**src/rtl/regfile_wb_arbiter.sv**
```systemverilog
// Write-back arbiter for the register file's single write port.
// Two one-entry request slots (A: ALU, B: load) share the port with age-ordered, fair granting.
module regfile_wb_arbiter #(
  parameter int DW = 32,
  parameter int AW = 5
) (
  input  logic                 clock,
  input  logic                 reset_n,
  input  logic                 a_valid,
  output logic                 a_ready,
  input  logic [AW-1:0]        a_reg,
  input  logic [DW-1:0]        a_data,
  input  logic                 b_valid,
  output logic                 b_ready,
  input  logic [AW-1:0]        b_reg,
  input  logic [DW-1:0]        b_data,
  output logic                 rf_we,
  output logic [AW-1:0]        rf_wrreg,
  output logic [DW-1:0]        rf_indata,
  output logic [(1<<AW)-1:0]   pending,
  output logic                 idle,
  output logic [15:0]          wr_count
);

  typedef enum logic {
    PORT_A = 1'b0,
    PORT_B = 1'b1
  } port_e;

  logic           r_full_a, r_full_b;
  logic [AW-1:0]  r_reg_a, r_reg_b;
  logic [DW-1:0]  r_data_a, r_data_b;
  logic           r_a_older;
  port_e          r_rr_last;
  logic           r_rf_we;
  logic [AW-1:0]  r_rf_wrreg;
  logic [DW-1:0]  r_rf_indata;
  logic [15:0]    r_wr_count;

  logic           w_grant_a, w_grant_b, w_grant_any;
  logic           w_fill_a, w_fill_b;
  logic           w_keep_a, w_keep_b;
  logic [(1<<AW)-1:0] w_pending;

  // Equal destinations must drain oldest-first; otherwise alternate ports.
  // NOTE: every always_comb output gets a default first so no path leaves it unassigned (no latch).
  always_comb begin
    w_grant_a = 1'b0;
    w_grant_b = 1'b0;
    if (r_full_a && r_full_b) begin
      if (r_reg_a == r_reg_b) begin
        w_grant_a = r_a_older;
        w_grant_b = ~r_a_older;
      end else if (r_rr_last == PORT_B) begin
        w_grant_a = 1'b1;
      end else begin
        w_grant_b = 1'b1;
      end
    end else begin
      w_grant_a = r_full_a;
      w_grant_b = r_full_b;
    end
  end

  assign w_grant_any = w_grant_a | w_grant_b;

  assign a_ready = ~r_full_a | w_grant_a;
  assign b_ready = ~r_full_b | w_grant_b;

  // Writes to register 0 are accepted but never occupy a slot.
  assign w_fill_a = a_valid & a_ready & (a_reg != '0);
  assign w_fill_b = b_valid & b_ready & (b_reg != '0);
  assign w_keep_a = r_full_a & ~w_grant_a;
  assign w_keep_b = r_full_b & ~w_grant_b;

  // NOTE: sequential state uses non-blocking assignments so every register samples pre-edge values.
  // NOTE: slot payloads are reset too; they are plain flops, not a RAM, so clearing them is free of side effects.
  always_ff @(posedge clock or negedge reset_n) begin
    if (!reset_n) begin
      r_full_a  <= 1'b0;
      r_full_b  <= 1'b0;
      r_reg_a   <= '0;
      r_reg_b   <= '0;
      r_data_a  <= '0;
      r_data_b  <= '0;
      r_a_older <= 1'b0;
      r_rr_last <= PORT_B;
    end else begin
      r_full_a <= w_fill_a | w_keep_a;
      r_full_b <= w_fill_b | w_keep_b;
      if (w_fill_a) begin
        r_reg_a  <= a_reg;
        r_data_a <= a_data;
      end
      if (w_fill_b) begin
        r_reg_b  <= b_reg;
        r_data_b <= b_data;
      end
      // A slot that survives the edge is older than anything that just arrived; simultaneous arrivals favour A.
      r_a_older <= w_keep_a | ~w_keep_b;
      if (w_grant_any) begin
        r_rr_last <= w_grant_a ? PORT_A : PORT_B;
      end
    end
  end

  always_ff @(posedge clock or negedge reset_n) begin
    if (!reset_n) begin
      r_rf_we     <= 1'b0;
      r_rf_wrreg  <= '0;
      r_rf_indata <= '0;
      r_wr_count  <= '0;
    end else begin
      r_rf_we <= w_grant_any;
      if (w_grant_any) begin
        r_rf_wrreg  <= w_grant_a ? r_reg_a  : r_reg_b;
        r_rf_indata <= w_grant_a ? r_data_a : r_data_b;
        r_wr_count  <= r_wr_count + 16'd1;
      end
    end
  end

  always_comb begin
    w_pending = '0;
    if (r_full_a) w_pending[r_reg_a] = 1'b1;
    if (r_full_b) w_pending[r_reg_b] = 1'b1;
  end

  assign pending   = w_pending;
  assign rf_we     = r_rf_we;
  assign rf_wrreg  = r_rf_wrreg;
  assign rf_indata = r_rf_indata;
  assign wr_count  = r_wr_count;
  assign idle      = ~r_full_a & ~r_full_b & ~r_rf_we;

endmodule

```
**config.mk**
```make
export PLATFORM = sky130hd
export DESIGN_NAME = regfile_wb_arbiter
export DESIGN_NICKNAME = d
export VERILOG_FILES = /design/src/rtl/regfile_wb_arbiter.sv
export SDC_FILE = /design/constraint.sdc
export NUM_CORES = 1
export LEC_CHECK = 0
export CAP_MARGIN = 20
export CORE_UTILIZATION = 35
export CTS_CLUSTER_SIZE = 10
export DETAILED_ROUTE_END_ITERATION = 8
export PLACE_DENSITY_LB_ADDON = 0.2
export SLEW_MARGIN = 20
export SYNTH_ARGS = -nofsm -noshare
export SYNTH_HDL_FRONTEND = slang
export SYNTH_SLANG_ARGS = --single-unit
export TNS_END_PERCENT = 100
```
**constraint.sdc**
```tcl
create_clock -name clock -period 2.25 [get_ports clock]
set_input_delay 0.3375 -clock clock [delete_from_list [all_inputs] [get_ports clock]]
set_output_delay 0.3375 -clock clock [all_outputs]
set_load 0.05 [all_outputs]
```
==> flow_results.xml, run 1 <==
<?xml version="1.0" encoding="UTF-8"?>
<metrics>
  <group name="detailed_routing">
    <metric name="vias_per_cell" unit="">5.07</metric>
    <metric name="initialDrtViolationCount" unit="">146</metric>
    <metric name="route.antenna.remaining_nets" unit="">0</metric>
    <metric name="drt_pre_antenna_iters" unit="">4</metric>
    <metric name="route.vias.total" unit="">4681</metric>
    <metric name="totalWireLength" unit="mm">16.3</metric>
    <metric name="route.detailed.drc" unit="">0</metric>
    <metric name="detail_route.wl_per_cell" unit="um">17.7</metric>
  </group>
  <group name="setup_path">
    <metric name="crit_path_start" unit="">r_reg_a[2]</metric>
    <metric name="timing.setup.critical_path_class" unit="">flop to output pin</metric>
    <metric name="path_max_fanout" unit="">5</metric>
    <metric name="crit_arrival" unit="ns">1.91</metric>
    <metric name="crit_path_end" unit="">pending[5]</metric>
    <metric name="rr_worst_depth" unit="">8</metric>
    <metric name="rrSetupSlack" unit="ns">0.01</metric>
    <metric name="reg2reg_from" unit="">r_reg_a[3]</metric>
    <metric name="element_type_at_the_critical_path_start" unit="">flop</metric>
  </group>
  <group name="cts">
    <metric name="clock_tree.root_cell" unit="">clkbuf_16</metric>
    <metric name="clock-sinks" unit="">132</metric>
    <metric name="clockBufferDepth" unit="">2</metric>
    <metric name="tritoncts.num_buffers" unit="">17</metric>
    <metric name="tritoncts" unit="">done</metric>
    <metric name="clk_pin_slew" unit="ns">0.06</metric>
  </group>
  <group name="global_route">
    <metric name="number_of_antenna_violations_at_the_first_check_in_global_routing" unit="">0</metric>
    <metric name="grt_use_total" unit="">0.186</metric>
    <metric name="grt_first_pass_wirelength" unit="mm">25.6</metric>
    <metric name="largest_net_degree_at_the_start_of_global_routing" unit="">64</metric>
    <metric name="first_global_vias" unit="">4833</metric>
  </group>
  <group name="floorplanning">
    <metric name="floorplan.core_area" unit="um^2">16700</metric>
    <metric name="chip_footprint" unit="um^2">17700</metric>
    <metric name="io_pins" unit="">167</metric>
    <metric name="die_height" unit="um">133</metric>
    <metric name="fp-row-count" unit="">47</metric>
    <metric name="initial_utilization" unit="">0.361</metric>
    <metric name="dieWidth" unit="um">133</metric>
  </group>
  <group name="sta">
    <metric name="slew_violations" unit="">0</metric>
    <metric name="finalClockPeriodUsage" unit="">1.00</metric>
    <metric name="timing.final.ws_setup" unit="ns">-0.00249</metric>
    <metric name="min_period" unit="ns">2.25</metric>
    <metric name="rsz0062_at_grt" unit="">yes</metric>
    <metric name="worst_slew_pin_slew" unit="ns">0.551</metric>
    <metric name="worst_slew_margin_rel" unit="">0.631</metric>
    <metric name="setup_viol" unit="">2</metric>
  </group>
  <group name="outcome">
    <metric name="violations" unit="">setup timing</metric>
    <metric name="run_status" unit="">complete, but fails checks</metric>
  </group>
  <group name="finish">
    <metric name="synthToLayoutAreaGrowth" unit="%">60.4</metric>
    <metric name="drive_above_1_share" unit="">0.305</metric>
    <metric name="ff_latch_area" unit="um^2">3310</metric>
    <metric name="layoutNonFillerInstCount" unit="">923</metric>
    <metric name="logic_area" unit="um^2">2970</metric>
    <metric name="number_of_fill_cells_in_the_layout" unit="">1357</metric>
  </group>
  <group name="place">
    <metric name="place_inst" unit="">877</metric>
    <metric name="hpwl_detailed" unit="mm">11.3</metric>
    <metric name="pre_cts_ws" unit="ns">-0.0739</metric>
    <metric name="gp_congestion" unit="">0.854</metric>
    <metric name="buffer_ports.inserted" unit="">166</metric>
  </group>
  <group name="synthesis">
    <metric name="flip_flops_with_a_built_in_enable" unit="">0</metric>
    <metric name="fp_nets" unit="">575</metric>
    <metric name="yosys_area" unit="um^2">6020</metric>
    <metric name="yosysTopAreaCellShare" unit="">0.544</metric>
    <metric name="syn_area_per_cell" unit="um^2">12.1</metric>
    <metric name="total_cells_reported_by_yosys_after_synthesis" unit="">496</metric>
    <metric name="ys_types" unit="">45</metric>
    <metric name="yosysTopAreaCell" unit="">dfrtp_1</metric>
    <metric name="synthesized_netlist_cell_count" unit="">496</metric>
    <metric name="synth_seq_share" unit="">0.549</metric>
    <metric name="ys_warn_count" unit="">0</metric>
    <metric name="yosys-top-cells-area" unit="">dfrtp_1 (54%), mux2_1 (7.1%), mux2i_1 (6.0%), mux2_4 (5.0%), nand2_1 (3.5%)</metric>
    <metric name="syn-cell-area" unit="um^2">6020</metric>
    <metric name="synth-seq-cells" unit="">132</metric>
    <metric name="ys_dominant_reg_cell" unit="">dfrtp_1</metric>
  </group>
  <group name="pwr">
    <metric name="p_leak" unit="nW">4.03</metric>
    <metric name="power_switching" unit="mW">5.32</metric>
    <metric name="cellPowerDensity" unit="nW/um^2">1360</metric>
    <metric name="p_seq_frac" unit="">0.295</metric>
    <metric name="power.share.combinational" unit="">0.479</metric>
    <metric name="switching_share" unit="">0.404</metric>
    <metric name="cell_internal_power_dissipation" unit="mW">7.86</metric>
    <metric name="worst_ir_drop_vdd" unit="V">0.000709</metric>
    <metric name="clock_power_share" unit="">0.226</metric>
  </group>
  <group name="flow_run">
    <metric name="openroad.warnings" unit="">29</metric>
    <metric name="timing.max_cap.violations" unit="">0</metric>
  </group>
  <group name="worst_hold_path">
    <metric name="holdCritPathClass" unit="">primary input to async pin</metric>
  </group>
</metrics>
run 1: layout make-up:
| class | instances | share of cell area |
|---|---|---|
| antenna | 1 | 0.000259 |
| clock buffer | 24 | 0.0519 |
| clock inverter | 7 | 0.0149 |
| inverter | 5 | 0.00233 |
| multi-input combinational | 328 | 0.308 |
| sequential | 132 | 0.343 |
| tap | 220 | 0.0285 |
| timing repair buffer | 206 | 0.252 |
run 1: layer usage:
metal / up-vias / wire, um / global-route usage
met1: 2369 / 6910 / 0.231
met4: 0 / 246 / 0.0644
li1: 2144 / - / -
met5: - / 0 / 0
met2: 148 / 8230 / 0.312
met3: 20 / 909 / 0.0521
run 1: Yosys cell counts (5+ instances only):
library cell  number
o22ai_1           32
buf_2              7
mux2_4            20
mux2_1            38
nor2_1            11
nand3_1           18
xnor2_1           15
or3_1              5
inv_1              5
and3_1             6
mux2_2            17
o21ai_0           35
buf_6              6
nand2_1           56
xor2_1             7
clkbuf_1          13
mux2i_1           36
dfrtp_1          131
run 1: layout by cell type, fill, tap and decap left out, types with 7 or more instances in the layout:
cell type	instances
mux2_2	17
dfrtp_1	125
mux2_1	36
clkdlybuf4s50_1	130
xnor2_1	10
o21ai_0	35
o22ai_2	25
nand3_1	16
nand2_1	53
buf_4	29
mux2i_1	36
mux2_4	22
buf_12	42
o22ai_4	7
nor2_1	8
clkbuf_16	18
run 1: power by group through the flow:
stage / clock, mW / sequential (mW) / combinational, mW
6_report: 2.97 / 3.89 / 6.32
2_1_floorplan: 0 / 5.09 / 2.41
4_1_cts: 3.04 / 3.87 / 6.01
3_3_place_gp: 0 / 3.84 / 5.69
3_5_place_dp: 0 / 3.87 / 5.78
5_1_grt: 3.14 / 4.00 / 6.70
run 1: cell families (layout without fill, tap and decap cells):
logic type      count (synthesis)  in the layout  synth area share
mux                           111            111             0.213
other cells                     0              1                 0
buf+inv                        36            242            0.0324
fa+ha+maj                       1              1           0.00208
xor+xnor                       22             22            0.0320
flops                         132            132             0.549
compound gates                 81             81            0.0804
simple gates                  113            113            0.0920
run 1: registers in the layout, summed over array words and instances (netlist names):
signal     flops
r_data_a      32
r_data_b      32
rf_indata     32
wr_count      16
r_reg_a        5
r_reg_b        5
rf_wrreg       5
r_a_older      1
r_full_a       1
r_full_b       1
r_rr_last      1
rf_we          1
run 1: through the flow:
step                hold slack [ns]   TNS, ns  power [mW]   util  instance area (um^2)
detailed placement            0.184     -2.55        9.65  0.508                  8480
CTS                           0.293    -0.284        12.9  0.560                  9360
global route                  0.303     -2.32        13.8  0.578                  9660
floorplan                    0.0419     -3.25        7.49      -                  6080
global placement              0.183    -0.578        9.53  0.508                  8480
finish                        0.308  -0.00287        13.2  0.579                  9660
run 1: worst max-delay path, stage by stage, from the launching register on:
cell and delay, ns:
dfrtp_1 0.40, buf_6 0.14, inv_1 0.10, or3_4 0.47
o22ai_2 0.22, buf_12 0.17
run 1: what timing repair did:
| item | 4_1_cts | 5_1_grt |
|---|---|---|
| gates resized | 37 | 39 |
| endpoints found under the hold margin | 7 | 0 |
| hold buffers | 1 | 0 |
| pin swaps | 3 | 15 |
| buffers inserted | 3 | 9 |
| setup endpoints to repair | 28 | 61 |
| gates cloned | 0 | 1 |
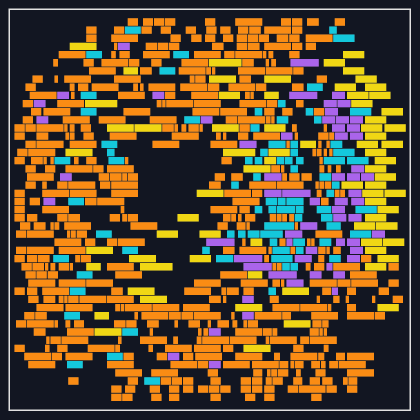
(run_1/sizes.png)
Scale: 3 px per um.
_3 and _4 cells -> cyan  # cells 81
_2 cells -> purple  # cells 61
_6 and larger -> yellow  # cells 72
_0 and _1 cells -> orange  # cells 488

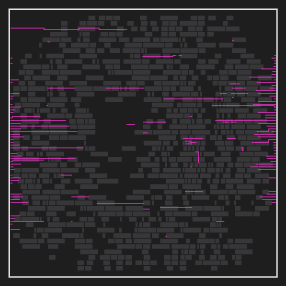
(run_1/layer_met3.png)
Scale: 2 px per um. Cells faint in the background.
wire length on this layer = 909 um
nets with wire on the layer = 112
share of all routed wire = 5.6%
main direction = horizontal
longest straight run = 36.1 um

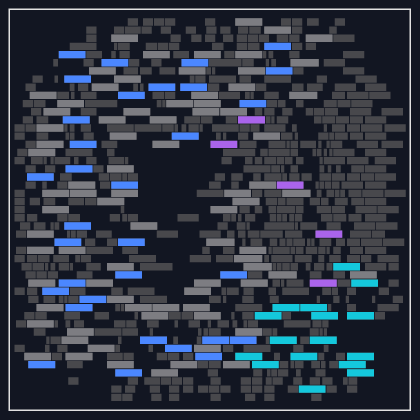
(run_1/flops_by_reg.png)
Scale: 3 px per um. Other sequential cells in the stronger grey, the rest of the logic in the fainter grey.
`wr_count` -> cyan  # flops 16, where south-east
`rf_indata` -> blue  # flops 32
`rf_wrreg` -> purple  # flops 5

--- run 2 (diff from run 1) ---
CAP_MARGIN = default   (was 20)
CTS_CLUSTER_SIZE = default   (was 10)
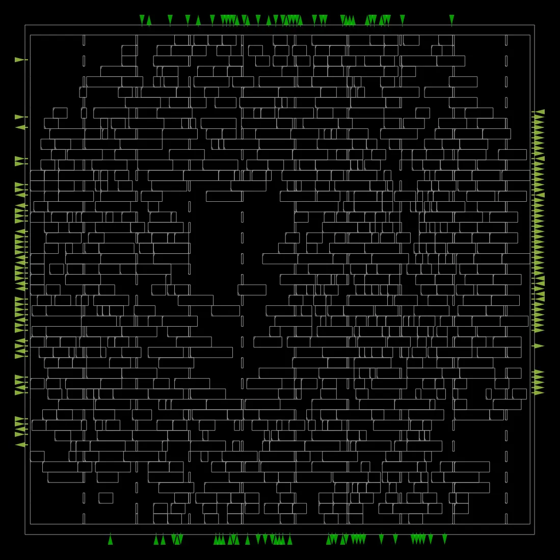
(run_2/placement.png)
tap cells: 220
fraction of area in registers: 0.343
number of fill cells in the layout: 1357

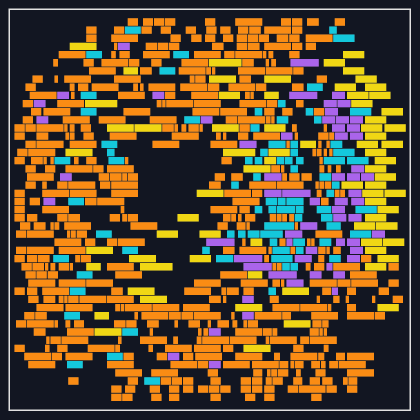
(run_2/sizes.png)
Scale: 3 px per um.
_2 cells -> purple  # cells 61
_3 and _4 cells -> cyan  # cells 81
_0 and _1 cells -> orange  # cells 488
_6 and larger -> yellow  # cells 72

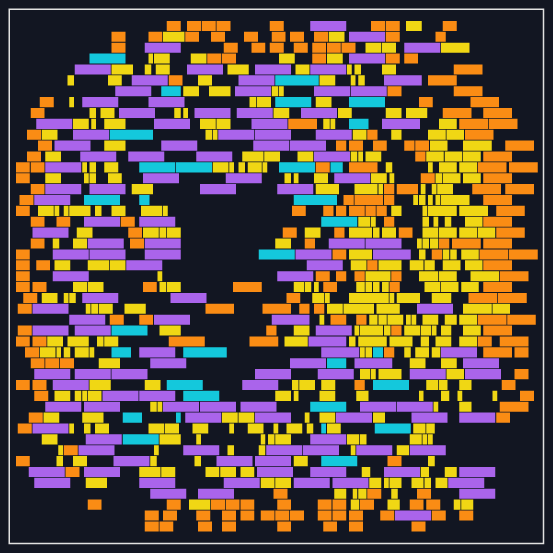
(run_2/placement_by_type.png)
Scale: 4 px per um.
sequential cells -> purple  # cells 132, share of their area 35%
remaining buffers and delay cells -> orange  # cells 206, share of their area 26%
combinational and other logic -> yellow  # cells 333, share of their area 32%
clock drivers and dummy loads -> cyan  # cells 31, share of their area 6.9%

==> run 2 against run 1 <==
Critical path depth stayed put. Critical path type unchanged. Worst hold slack did not move. Sequential power is essentially flat. Critical endpoint unchanged. Clock power barely moved. The flow still finishes with violations (setup timing). Synthesized area did not move.
==> flow_results.xml, run 2 <==
<?xml version="1.0" encoding="UTF-8"?>
<metrics>
  <group name="outcome">
    <metric name="run_status" unit="">complete, but fails checks</metric>
    <metric name="violations" unit="">setup timing</metric>
  </group>
  <group name="place">
    <metric name="place_inst" unit="">877</metric>
    <metric name="buffer_ports.inserted" unit="">166</metric>
    <metric name="gp_congestion" unit="">0.854</metric>
    <metric name="hpwl_detailed" unit="mm">11.3</metric>
    <metric name="pre_cts_ws" unit="ns">-0.0739</metric>
  </group>
  <group name="synthesis">
    <metric name="synth-seq-cells" unit="">132</metric>
    <metric name="top_cell" unit="">dfrtp_1</metric>
    <metric name="synth_seq_share" unit="">0.549</metric>
    <metric name="ys_dominant_reg_cell" unit="">dfrtp_1</metric>
    <metric name="synth.cells.most_frequent" unit="">dfrtp_1 (131), nand2_1 (56), mux2_1 (38), mux2i_1 (36), o21ai_0 (35)</metric>
    <metric name="ys_warn_count" unit="">0</metric>
    <metric name="fp_nets" unit="">575</metric>
    <metric name="syn_area_per_cell" unit="um^2">12.1</metric>
    <metric name="syn-cell-area" unit="um^2">6020</metric>
    <metric name="yosysTopAreaCellShare" unit="">0.544</metric>
    <metric name="ys_types" unit="">45</metric>
    <metric name="total_cells_reported_by_yosys_after_synthesis" unit="">496</metric>
    <metric name="yosys_area" unit="um^2">6020</metric>
    <metric name="flip_flops_with_a_built_in_enable" unit="">0</metric>
    <metric name="yosys-top-cells-area" unit="">dfrtp_1 (54%), mux2_1 (7.1%), mux2i_1 (6.0%), mux2_4 (5.0%), nand2_1 (3.5%)</metric>
    <metric name="synthesized_netlist_cell_count" unit="">496</metric>
    <metric name="yosysTopAreaCell" unit="">dfrtp_1</metric>
  </group>
  <group name="flow_run">
    <metric name="timing.max_cap.violations" unit="">0</metric>
    <metric name="openroad.warnings" unit="">29</metric>
  </group>
  <group name="sta">
    <metric name="finalClockPeriodUsage" unit="">1.00</metric>
    <metric name="timing.final.ws_setup" unit="ns">-0.00249</metric>
    <metric name="slew_violations" unit="">0</metric>
    <metric name="setup_viol" unit="">2</metric>
    <metric name="rsz0062_at_grt" unit="">yes</metric>
    <metric name="hold_viol" unit="">0</metric>
    <metric name="worst_slew_pin_slew" unit="ns">0.551</metric>
    <metric name="worst_slew_margin_rel" unit="">0.631</metric>
    <metric name="max_freq" unit="MHz">444</metric>
    <metric name="fin_worst_skew" unit="ns">0.00725</metric>
    <metric name="min_period" unit="ns">2.25</metric>
  </group>
  <group name="global_route">
    <metric name="grt_use_total" unit="">0.186</metric>
    <metric name="number_of_antenna_violations_at_the_first_check_in_global_routing" unit="">0</metric>
    <metric name="grt_overflow" unit="">0</metric>
    <metric name="grt_first_pass_wirelength" unit="mm">25.6</metric>
    <metric name="largest_net_degree_at_the_start_of_global_routing" unit="">64</metric>
    <metric name="first_global_vias" unit="">4833</metric>
  </group>
  <group name="detailed_routing">
    <metric name="initialDrtViolationCount" unit="">146</metric>
    <metric name="vias_per_cell" unit="">5.07</metric>
    <metric name="route.antenna.remaining_nets" unit="">0</metric>
    <metric name="drt_pre_antenna_iters" unit="">4</metric>
    <metric name="route.vias.total" unit="">4681</metric>
    <metric name="totalWireLength" unit="mm">16.3</metric>
    <metric name="detail_route.wl_per_cell" unit="um">17.7</metric>
    <metric name="route.detailed.drc" unit="">0</metric>
  </group>
  <group name="floorplanning">
    <metric name="fp-row-count" unit="">47</metric>
    <metric name="chip_footprint" unit="um^2">17700</metric>
    <metric name="floorplan.core_area" unit="um^2">16700</metric>
    <metric name="initial_utilization" unit="">0.361</metric>
    <metric name="dieWidth" unit="um">133</metric>
    <metric name="io_pins" unit="">167</metric>
    <metric name="die_height" unit="um">133</metric>
  </group>
  <group name="finish">
    <metric name="ff_latch_area" unit="um^2">3310</metric>
    <metric name="drive_above_1_share" unit="">0.305</metric>
    <metric name="lay_top_cells" unit="">clkdlybuf4s50_1 (130), dfrtp_1 (125), nand2_1 (53)</metric>
    <metric name="synthToLayoutAreaGrowth" unit="%">60.4</metric>
    <metric name="layoutNonFillerInstCount" unit="">923</metric>
    <metric name="layout_top_cell" unit="">clkdlybuf4s50_1</metric>
    <metric name="logic_area" unit="um^2">2970</metric>
  </group>
  <group name="pwr">
    <metric name="total_power" unit="mW">13.2</metric>
    <metric name="worst_ir_drop_vdd" unit="V">0.000709</metric>
    <metric name="p_leak" unit="nW">4.03</metric>
    <metric name="cellPowerDensity" unit="nW/um^2">1360</metric>
  </group>
  <group name="setup_path">
    <metric name="timing.setup.critical_path_class" unit="">flop to output pin</metric>
    <metric name="cp.required" unit="ns">1.91</metric>
    <metric name="path_max_fanout" unit="">5</metric>
    <metric name="timing.critical_path.to_type" unit="">output pin</metric>
    <metric name="crit_arrival" unit="ns">1.91</metric>
    <metric name="rr_worst_depth" unit="">8</metric>
    <metric name="reg2reg_from" unit="">r_reg_a[3]</metric>
    <metric name="rrSetupSlack" unit="ns">0.01</metric>
    <metric name="crit_path_start" unit="">r_reg_a[2]</metric>
    <metric name="element_type_at_the_critical_path_start" unit="">flop</metric>
  </group>
  <group name="cts">
    <metric name="tritoncts" unit="">done</metric>
    <metric name="clock_tree.root_cell" unit="">clkbuf_16</metric>
    <metric name="tritoncts.num_buffers" unit="">17</metric>
    <metric name="clk_pin_slew" unit="ns">0.06</metric>
    <metric name="clockBufferDepth" unit="">2</metric>
    <metric name="clock-sinks" unit="">132</metric>
    <metric name="clock.latency.late_pin" unit="ns">0.41</metric>
  </group>
  <group name="worst_hold_path">
    <metric name="holdCritPathClass" unit="">primary input to async pin</metric>
  </group>
</metrics>
## run 2: cell counts after synthesis
No cell type changed its count.
## run 2: final timing paths
kind / end
min in group clock: wr_count[15]
max in group asynchronous: r_rr_last
min reg2reg: wr_count[15]
max: pending[5]
max reg2reg: r_data_a[25]
min: r_data_a[29]
## run 2: worst max-delay path: stages (launching register included)
cell and delay (ns):
dfrtp_1 0.40, buf_6 0.14, inv_1 0.10, or3_4 0.47
o22ai_2 0.22, buf_12 0.17
## run 2: metal layers
layer  global-route usage  routed length [um]  up-vias
met1                0.231                6910     2369
met4               0.0644                 246        0
met5                    0                   0        -
met2                0.312                8230      148
li1                     -                   -     2144
met3               0.0521                 909       20
## run 2: layout make-up
cell class	instances	area share
antenna	1	0.000259
multi-input combinational	328	0.308
clock buffer	24	0.0519
clock inverter	7	0.0149
sequential	132	0.343
inverter	5	0.00233
tap	220	0.0285
timing repair buffer	206	0.252
## run 2: cell families after synthesis
family / synth area share
AND-OR/OR-AND: 0.0804
XOR/XNOR: 0.0320
adder cells (fa/ha/maj): 0.00208
buffers and inverters: 0.0324
flip-flops: 0.549
multiplexers: 0.213
AND/OR/NAND/NOR: 0.0920
## run 2: power breakdown
group / switching [mW] / internal [mW]
Combinational: 3.71 / 2.61
Sequential: 0.637 / 3.25
Clock: 0.975 / 2.00
Total: 5.32 / 7.86
## run 2: what timing repair did
action	CTS	global route
endpoints found under the hold margin	7	0
cloned	0	1
pin swaps	3	15
setup endpoints to repair	28	61
hold buffers	1	0
buffers inserted	3	9
resized	37	39
## run 2: metrics by stage
| stage | utilization | hold WS (ns) | area, um^2 | setup TNS, ns |
|---|---|---|---|---|
| after CTS | 0.560 | 0.293 | 9360 | -0.284 |
| after floorplan | - | 0.0419 | 6080 | -3.25 |
| after global routing | 0.578 | 0.303 | 9660 | -2.32 |
| final | 0.579 | 0.308 | 9660 | -0.00287 |
| after detailed placement | 0.508 | 0.184 | 8480 | -2.55 |
| after global placement | 0.508 | 0.183 | 8480 | -0.578 |
--- run 3 (diff from run 2) ---
clock period = 2.9 ns   (was 2.25 ns; I/O delays follow)
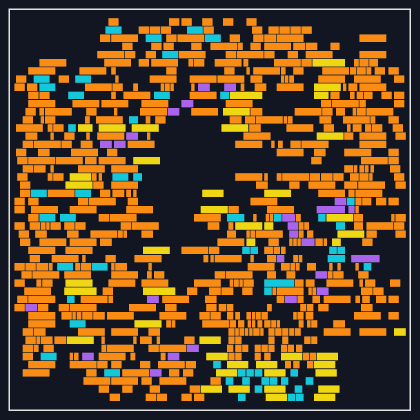
(run_3/sizes.png)
Scale: 3 px per um.
_6 and larger -> yellow  # cells 45
_2 cells -> purple  # cells 25
_0 and _1 cells -> orange  # cells 548
_3 and _4 cells -> cyan  # cells 54

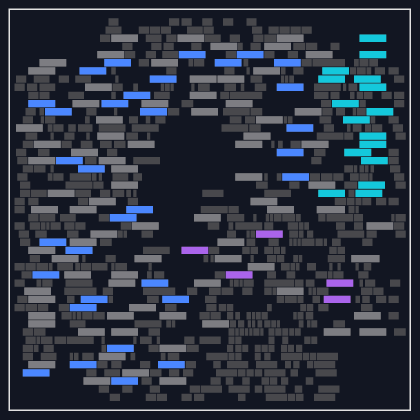
(run_3/flops_by_reg.png)
Scale: 3 px per um. Other sequential cells in the stronger grey, the rest of the logic in the fainter grey.
`wr_count` -> cyan  # flops 16
`rf_wrreg` -> purple  # flops 5
`rf_indata` -> blue  # flops 32

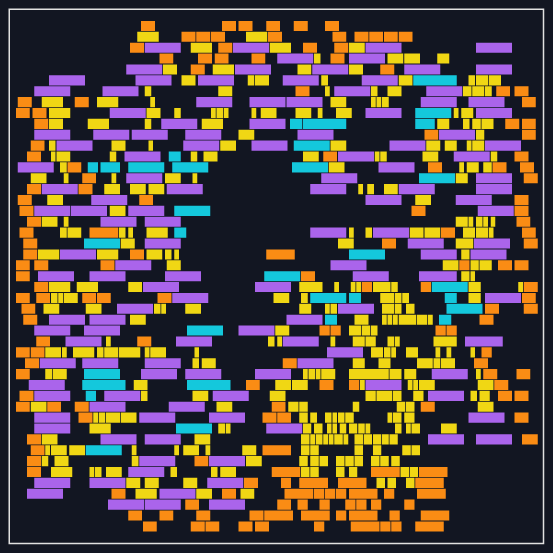
(run_3/placement_by_type.png)
Scale: 4 px per um.
combinational and other logic -> yellow  # cells 333, share of their area 30%
sequential cells -> purple  # cells 132, share of their area 39%
remaining buffers and delay cells -> orange  # cells 175, share of their area 22%
clock drivers and dummy loads -> cyan  # cells 32, share of their area 7.7%

==> run 3 against run 2 <==
The flow now finishes without violations. Clock-buffer cell count decreased by 5. Via count shrank 4.1%. Synthesized cell count did not move. Flip-flop count unchanged. Synthesized area unchanged.
==> flow_results.xml, run 3 <==
<?xml version="1.0" encoding="UTF-8"?>
<metrics>
  <group name="outcome">
    <metric name="run_status" unit="">finished clean</metric>
  </group>
  <group name="setup_path">
    <metric name="worst-path-buf-inv" unit="">1</metric>
    <metric name="path_max_fanout" unit="">11</metric>
    <metric name="critical_path.top_delay_family" unit="">buffers and inverters</metric>
    <metric name="cp_slowest_stage_delay" unit="ns">0.80</metric>
    <metric name="critical_path.cell_chain" unit="">or2_2, nor2_1, clkdlybuf4s50_1</metric>
    <metric name="cpMaxStageDelayCell" unit="">clkdlybuf4s50_1</metric>
    <metric name="timing.critical_path.to_type" unit="">output pin</metric>
    <metric name="timing.setup.critical_path_class" unit="">flop to output pin</metric>
    <metric name="cp.required" unit="ns">2.47</metric>
    <metric name="crit_arrival" unit="ns">2.21</metric>
    <metric name="element_type_at_the_critical_path_start" unit="">flop</metric>
  </group>
  <group name="pwr">
    <metric name="worst_ir_drop_vdd" unit="V">0.000611</metric>
    <metric name="p_leak" unit="nW">3.69</metric>
    <metric name="cellPowerDensity" unit="nW/um^2">1100</metric>
  </group>
  <group name="worst_hold_path">
    <metric name="holdCritPathClass" unit="">primary input to async pin</metric>
  </group>
  <group name="synthesis">
    <metric name="syn-cell-area" unit="um^2">6020</metric>
    <metric name="fp_nets" unit="">575</metric>
    <metric name="yosys_area" unit="um^2">6020</metric>
    <metric name="yosysTopAreaCell" unit="">dfrtp_1</metric>
    <metric name="ys_types" unit="">45</metric>
    <metric name="ys_warn_count" unit="">0</metric>
    <metric name="top_cell" unit="">dfrtp_1</metric>
    <metric name="synth-seq-cells" unit="">132</metric>
    <metric name="flip_flops_with_a_built_in_enable" unit="">0</metric>
    <metric name="synth_seq_share" unit="">0.549</metric>
    <metric name="synthesized_netlist_cell_count" unit="">496</metric>
    <metric name="total_cells_reported_by_yosys_after_synthesis" unit="">496</metric>
    <metric name="syn_area_per_cell" unit="um^2">12.1</metric>
    <metric name="synth.cells.most_frequent" unit="">dfrtp_1 (131), nand2_1 (56), mux2_1 (38), mux2i_1 (36), o21ai_0 (35)</metric>
    <metric name="ys_dominant_reg_cell" unit="">dfrtp_1</metric>
    <metric name="yosys-top-cells-area" unit="">dfrtp_1 (54%), mux2_1 (7.1%), mux2i_1 (6.0%), mux2_4 (5.0%), nand2_1 (3.5%)</metric>
    <metric name="yosysTopAreaCellShare" unit="">0.544</metric>
  </group>
  <group name="sta">
    <metric name="finalClockPeriodUsage" unit="">0.912</metric>
    <metric name="fin_worst_hold_slack" unit="ns">0.0143</metric>
    <metric name="max_freq" unit="MHz">378</metric>
    <metric name="rsz0062_at_grt" unit="">no</metric>
    <metric name="hold_viol" unit="">0</metric>
    <metric name="setup-tns-final" unit="ns">0</metric>
    <metric name="slew_violations" unit="">0</metric>
    <metric name="worst_slew_margin_rel" unit="">0.553</metric>
    <metric name="setup_viol" unit="">0</metric>
    <metric name="fin_worst_skew" unit="ns">0.0113</metric>
    <metric name="worst_slew_pin_slew" unit="ns">0.670</metric>
  </group>
  <group name="place">
    <metric name="buffer_ports.inserted" unit="">166</metric>
    <metric name="place_area" unit="um^2">8010</metric>
    <metric name="gp_congestion" unit="">0.797</metric>
    <metric name="place_inst" unit="">860</metric>
    <metric name="hpwl_detailed" unit="mm">10.6</metric>
  </group>
  <group name="finish">
    <metric name="number_of_antenna_diodes" unit="">0</metric>
    <metric name="layoutNonFillerInstCount" unit="">892</metric>
    <metric name="number_of_fill_cells_in_the_layout" unit="">1458</metric>
    <metric name="lay_top_cells" unit="">clkdlybuf4s50_1 (131), dfrtp_1 (130), nand2_1 (56)</metric>
    <metric name="layout_top_cell" unit="">clkdlybuf4s50_1</metric>
    <metric name="design_area" unit="um^2">8660</metric>
    <metric name="synthToLayoutAreaGrowth" unit="%">43.7</metric>
    <metric name="drive_above_1_share" unit="">0.185</metric>
  </group>
  <group name="cts">
    <metric name="clock.latency.late_pin" unit="ns">0.41</metric>
    <metric name="tritoncts" unit="">done</metric>
    <metric name="postCtsSetupRepairBufs" unit="">0</metric>
    <metric name="clk_pin_slew" unit="ns">0.06</metric>
    <metric name="tritoncts.num_buffers" unit="">17</metric>
    <metric name="clock_tree.root_cell" unit="">clkbuf_16</metric>
    <metric name="clockBufferDepth" unit="">2</metric>
    <metric name="cts.hold.buffers_added" unit="">0</metric>
    <metric name="ctsResizeCount" unit="">0</metric>
    <metric name="clock-sinks" unit="">132</metric>
    <metric name="cts.htree.levels" unit="">4</metric>
  </group>
  <group name="global_route">
    <metric name="grt_first_pass_wirelength" unit="mm">24.5</metric>
    <metric name="first_global_vias" unit="">4664</metric>
    <metric name="grt_overflow" unit="">0</metric>
  </group>
  <group name="detailed_routing">
    <metric name="vias_per_cell" unit="">5.03</metric>
    <metric name="initialDrtViolationCount" unit="">236</metric>
    <metric name="route.vias.total" unit="">4491</metric>
    <metric name="drt_pre_antenna_iters" unit="">5</metric>
    <metric name="detail_route.wl_per_cell" unit="um">16.9</metric>
    <metric name="route.antenna.remaining_nets" unit="">0</metric>
    <metric name="route.detailed.drc" unit="">0</metric>
    <metric name="totalWireLength" unit="mm">15.1</metric>
  </group>
  <group name="floorplanning">
    <metric name="io_pins" unit="">167</metric>
    <metric name="floorplan.core_area" unit="um^2">16700</metric>
    <metric name="chip_footprint" unit="um^2">17700</metric>
    <metric name="die_height" unit="um">133</metric>
    <metric name="dieWidth" unit="um">133</metric>
    <metric name="initial_utilization" unit="">0.361</metric>
  </group>
  <group name="flow_run">
    <metric name="timing.max_cap.violations" unit="">0</metric>
    <metric name="openroad.warnings" unit="">26</metric>
  </group>
</metrics>
-- run 3: cell counts after synthesis --
Identical to the previous run, type by type.
-- run 3: worst paths after layout --
kind                         startpoint  cells after the start            end  slack (ns)
max in group asynchronous       reset_n                      2   rf_indata[4]        2.07
min                             reset_n                      1     r_reg_a[1]        0.01
max reg2reg                  r_reg_b[3]                      6    r_data_b[7]        0.36
min in group clock         r_data_b[28]                      2  rf_indata[28]        0.47
min reg2reg                r_data_b[28]                      2  rf_indata[28]        0.47
max                            r_full_b                      3           idle        0.25
-- run 3: worst register-to-register path: cells and delay by family, from the launching register on --
kind	cells	cell delay [ns]
xor gates and xnor gates	1	0.28
and+or+nand+nor	2	0.87
AOI/OAI and AO/OA	1	0.12
DFF	1	0.49
buffers and inverters	1	0.28
muxes	1	0.37
-- run 3: cells by family (layout without fill, tap and decap cells) --
family                   count (synthesis)  after routing  share of synthesized area
adder cells (fa/ha/maj)                  1              1                    0.00208
flip-flops                             132            132                      0.549
AND/OR/NAND/NOR                        113            113                     0.0920
XOR/XNOR                                22             22                     0.0320
AND-OR/OR-AND                           81             81                     0.0804
multiplexers                           111            111                      0.213
buffers and inverters                   36            212                     0.0324
-- run 3: layer usage --
metal / share of wire / track usage / vias to the layer above / routed length (um)
li1: - / - / 2095 / -
met1: 0.46 / 0.237 / 2223 / 6940
met2: 0.47 / 0.273 / 155 / 7100
met3: 0.053 / 0.0518 / 18 / 799
met4: 0.016 / 0.0657 / 0 / 246
met5: 0 / 0 / - / 0
-- run 3: layout make-up --
| cell class | instances | area, um^2 | share of cell area |
|---|---|---|---|
| flip-flops and latches | 132 | 3310 | 0.382 |
| clock buffers | 19 | 453 | 0.0523 |
| repair buffers | 175 | 1870 | 0.216 |
| multi-input cells | 328 | 2540 | 0.293 |
| inverters | 5 | 18.8 | 0.00217 |
| well taps | 220 | 275 | 0.0318 |
| clock inverters | 13 | 196 | 0.0227 |
-- run 3: through the flow --
step | util | power, mW | setup slack, ns
6_report | 0.518 | 9.49 | 0.254
3_5_place_dp | 0.479 | 7.19 | 0.357
5_1_grt | 0.518 | 9.99 | 0.0955
4_1_cts | 0.518 | 9.58 | 0.211
2_1_floorplan | - | 5.78 | 0.331
3_3_place_gp | 0.479 | 7.10 | 0.414
-- run 3: report_power, final --
part | total [mW] | internal [mW] | switching, mW
clock network | 2.34 | 1.50 | 0.842
logic | 4.13 | 1.59 | 2.54
registers | 3.02 | 2.51 | 0.503
Power and IR drop assume default switching activity.
